`src/rtl/xor_stream_decoder.sv`:
```
// xor_stream_decoder: additive byte-stream descrambler.
// Each accepted word is XORed with the low DATA_W bits of a Galois LFSR. The
// LFSR then steps once. A frame opens with seed_load and closes with in_last.
// Ports:
//   clk, rst_n            clock (rising edge), async active-low reset
//   seed_load, seed_val   frame start pulse and LFSR seed (zero -> SEED_DEF)
//   in_valid/in_ready     encoded word handshake; in_data, in_last payload
//   out_valid/out_ready   decoded word handshake; out_data, out_last payload
//   byte_cnt              words accepted in the current frame, saturating
//   seed_err              one-cycle pulse for a seed_load outside IDLE
module xor_stream_decoder #(
    parameter int unsigned       DATA_W   = 8,
    parameter int unsigned       LFSR_W   = 16,
    parameter logic [LFSR_W-1:0] POLY     = 16'hB400,
    parameter logic [LFSR_W-1:0] SEED_DEF = 16'hACE1
) (
    input  logic              clk,
    input  logic              rst_n,
    input  logic              seed_load,
    input  logic [LFSR_W-1:0] seed_val,
    input  logic              in_valid,
    output logic              in_ready,
    input  logic [DATA_W-1:0] in_data,
    input  logic              in_last,
    output logic              out_valid,
    input  logic              out_ready,
    output logic [DATA_W-1:0] out_data,
    output logic              out_last,
    output logic [15:0]       byte_cnt,
    output logic              seed_err
);

    localparam int unsigned CNT_W = 16;

    typedef enum logic [1:0] {
        IDLE  = 2'd0,
        RUN   = 2'd1,
        DRAIN = 2'd2
    } state_t;

    state_t             state_q, state_d;
    logic [LFSR_W-1:0]  lfsr_q, lfsr_d;
    logic [CNT_W-1:0]   cnt_d;
    logic               seed_err_d;
    logic               accept;
    logic               xfer;

    // One Galois step: shift right, fold the feedback mask in when bit 0 was set.
    function automatic logic [LFSR_W-1:0] lfsr_step(input logic [LFSR_W-1:0] s);
        return s[0] ? ((s >> 1) ^ POLY) : (s >> 1);
    endfunction

    // Accept only in RUN and only when the output register is free or draining now.
    assign in_ready = (state_q == RUN) && (!out_valid || out_ready);
    assign accept   = in_valid && in_ready;
    assign xfer     = out_valid && out_ready;

    // Next-state, keystream and counter logic.
    always_comb begin
        state_d    = state_q;
        lfsr_d     = lfsr_q;
        cnt_d      = byte_cnt;
        seed_err_d = 1'b0;

        case (state_q)
            IDLE: begin
                if (seed_load) begin
                    lfsr_d  = (seed_val == '0) ? SEED_DEF : seed_val;
                    cnt_d   = '0;
                    state_d = RUN;
                end
            end
            RUN: begin
                seed_err_d = seed_load;
                if (accept) begin
                    lfsr_d = lfsr_step(lfsr_q);
                    if (byte_cnt != {CNT_W{1'b1}}) begin
                        cnt_d = byte_cnt + CNT_W'(1);
                    end
                    if (in_last) begin
                        state_d = DRAIN;
                    end
                end
            end
            DRAIN: begin
                seed_err_d = seed_load;
                if (!out_valid || out_ready) begin
                    state_d = IDLE;
                end
            end
            default: begin
                state_d = IDLE;
            end
        endcase
    end

    // State, keystream, counter and error-pulse registers.
    always_ff @(posedge clk or negedge rst_n) begin
        if (!rst_n) begin
            state_q  <= IDLE;
            lfsr_q   <= SEED_DEF;
            byte_cnt <= '0;
            seed_err <= 1'b0;
        end else begin
            state_q  <= state_d;
            lfsr_q   <= lfsr_d;
            byte_cnt <= cnt_d;
            seed_err <= seed_err_d;
        end
    end

    // Output register: a new accept overwrites in the same cycle as a transfer.
    always_ff @(posedge clk or negedge rst_n) begin
        if (!rst_n) begin
            out_valid <= 1'b0;
            out_data  <= '0;
            out_last  <= 1'b0;
        end else if (accept) begin
            out_valid <= 1'b1;
            out_data  <= in_data ^ lfsr_q[DATA_W-1:0];
            out_last  <= in_last;
        end else if (xfer) begin
            out_valid <= 1'b0;
        end
    end

endmodule
```
`config.mk`:
```
export PLATFORM = sky130hd
export DESIGN_NAME = xor_stream_decoder
export DESIGN_NICKNAME = d
export VERILOG_FILES = /design/src/rtl/xor_stream_decoder.sv
export SDC_FILE = /design/constraint.sdc
export NUM_CORES = 1
export LEC_CHECK = 0
export CORE_ASPECT_RATIO = 1.25
export CORE_MARGIN = 3
export CORE_UTILIZATION = 55
export CTS_BUF_LIST = sky130_fd_sc_hd__clkbuf_4
export DETAILED_ROUTE_END_ITERATION = 7
export GPL_TIMING_DRIVEN = 0
export PLACE_DENSITY = 0.87
export SYNTH_ARGS = -nofsm -noshare
export SYNTH_HDL_FRONTEND = slang
export SYNTH_SLANG_ARGS = --single-unit
```
`constraint.sdc`:
```
create_clock -name clk -period 3.1 [get_ports clk]
set_input_delay 0.62 -clock clk [delete_from_list [all_inputs] [get_ports clk]]
set_output_delay 0.62 -clock clk [all_outputs]
set_load 0.01 [all_outputs]
```
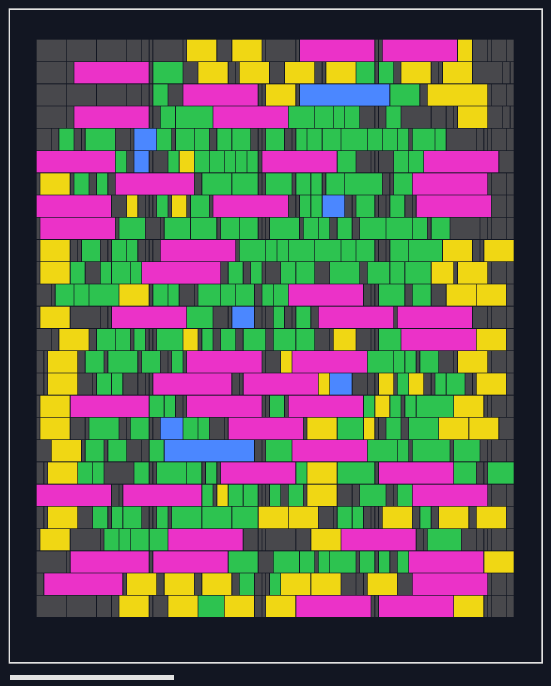
*Cell classes on the final placement*
Bar = 20 microns. Fill, decap, tap and diode cells in gray.
color	class	cells	share of their area
blue	clock drivers and dummy loads	8	3.3%
yellow	remaining buffers and delay cells	71	21%
green	remaining logic cells	195	39%
magenta	registers	45	37%

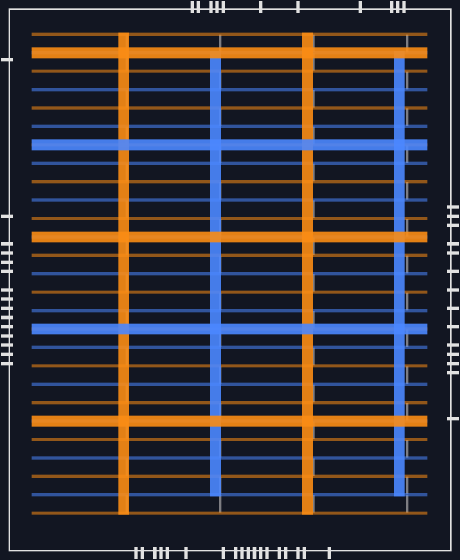
*PDN straps and rails*
Pins as bars on the die edge. Tap cells in gray.
color	net
blue	VDD
orange	VSS
met1 rails	27
rows	26
met4 straps	4
maximum vdd ir drop: 500 uV
Core ar.: 4130 sq um

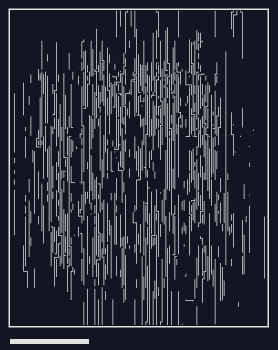
*The metal 2 layer*
Bar = 20 microns.
longest straight run	53.7 microns
main direction	vertical
share of all routed wire	53%

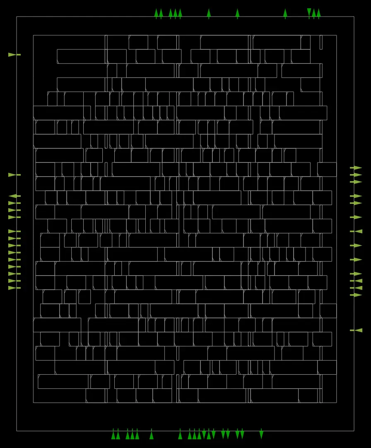
*Placed standard cells*
fin cells: 375
registers: 45
num tapcells: 56

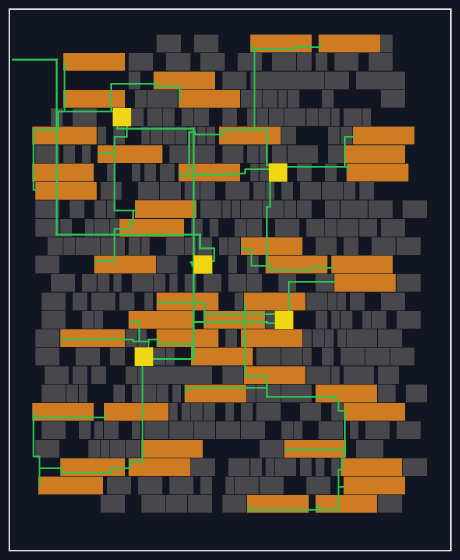
*Clock distribution*
[orange] flip-flops | count: 45
[yellow] clock-net drivers | count: 5
[green] clock wires | length: 531 microns
flops lie	all over the die
Max Clock Skew: 0.0153 ns
Skew-Pair Late Insertion Delay: 0.37 ns

## cell families after synthesis
kind of cell,Yosys count,share of synthesized area
adders and majority gates,4,0.0209
DFF,45,0.475
AOI/OAI and AO/OA,72,0.181
muxes,11,0.0465
and+or+nand+nor,91,0.200
buffers and inverters,19,0.0361
xor gates and xnor gates,11,0.0403
## flip-flops by register name, indices dropped and copies added, names as in the netlist
signal     cells
byte_cnt      16
out_last       1
lfsr_q        16
seed_err       1
out_data       8
out_valid      1
state_q        2
## worst min path at each step
stage	cells past startpoint	end	start
6_report	1	byte_cnt[13]	rst_n
5_1_grt	1	byte_cnt[13]	rst_n
4_1_cts	1	byte_cnt[13]	rst_n
3_5_place_dp	2	lfsr_q[15]	lfsr_q[15]
3_3_place_gp	2	lfsr_q[15]	lfsr_q[15]
2_1_floorplan	0	byte_cnt[0]	rst_n
## layout by cell type, fill, tap and decap left out, drive strengths merged, types with 4 or more instances in the layout
cell type and count:
buf 11, nand4 6, a21oi 13, xnor2 9, nor4 5, dfstp 8, dfrtp 37, mux2i 10
nand2 37, nor2 10, a31oi 6, ha 4, nor3 4, nand3 11, clkbuf 9, o21ai 32
o22ai 8, inv 6, clkdlybuf4s50 56
## routing by layer
metal | GRT usage | vias up | share of wire
met4 | 0.0761 | 0 | 0.014
met3 | 0.0563 | 11 | 0.062
li1 | - | 1058 | -
met1 | 0.329 | 1108 | 0.40
met5 | 0 | - | 0
met2 | 0.453 | 103 | 0.53
## power breakdown
group	leakage (nW)	internal [mW]	switching (mW)
Clock	0.0552	0.250	0.196
Sequential	0.568	0.833	0.153
Combinational	0.691	0.564	0.722
==> out/metrics.cfg <==
[cells_and_area]
drive_above_1_share=0.122
inv_count=6
nets=352
diodes=0
signal_buffers=71
logic_area_sq_um=1170
nonClkBufAreaFrac=0.206
seq_share=0.360
largestClassByArea=logic gates
regArea_sq_um=1140
syn_to_final_growth_pct=31.7
comb_cells=189
nFillCells=327
nClkBuffers=5

[timing]
finalSetupViolations=0
period_used_share=0.971
slew_violations=0
finalSetupTns_ns=0
rsz0062_at_grt=no
period_minus_slack_ns=3.01

[floorplanning]
die_x_microns=65.0
chipHeight_microns=79.8

[route]
postRouteWirelength_microns=6340
routedWlPerCell_microns=16.9
dr.first_iter.drc_count=253
viasPerCell=6.08
drt_pass1_iterations=5
num_vias=2280

[clocking]
cts_inserted_buffers=5
clkTransAtPathRegs_ns=0.14

[yosys]
yosys_area_sq_um=2390
async_reset_ff_frac=1.00
synthCells=253
edf_count=0
yosysUniqueCellTypes=51
yosys_cells=253
syn-mean-instance-area_sq_um=9.46
synth_nets=287

[power]
power_mw=2.72

[critical_path]
timing.rr.start=state_q[1]
worstPathArrival_ns=2.39
path_max_fanout=10
worstPathCellList=inv_1, ha_1, buf_2, clkbuf_1, and2_1, clkdlybuf4s50_1
crit_cells=6
critPathKind=reg2out
crit_path_start=state_q[1]
reg2reg_to=byte_cnt[9]
crit_family=buffers and inverters
slowest_stage=clkdlybuf4s50_1
worst-path-buf-inv=4

[global_route]
grt_first_pass_wirelength_microns=10600
grt_pass1_vias=2198
antenna_found_initial=0

[placed_design]
place_congestion=0.927
place.port_buffers=57

[run_status]
status=complete, no violations

[run]
warnings=28

Power is estimated from default activity; no workload was simulated.
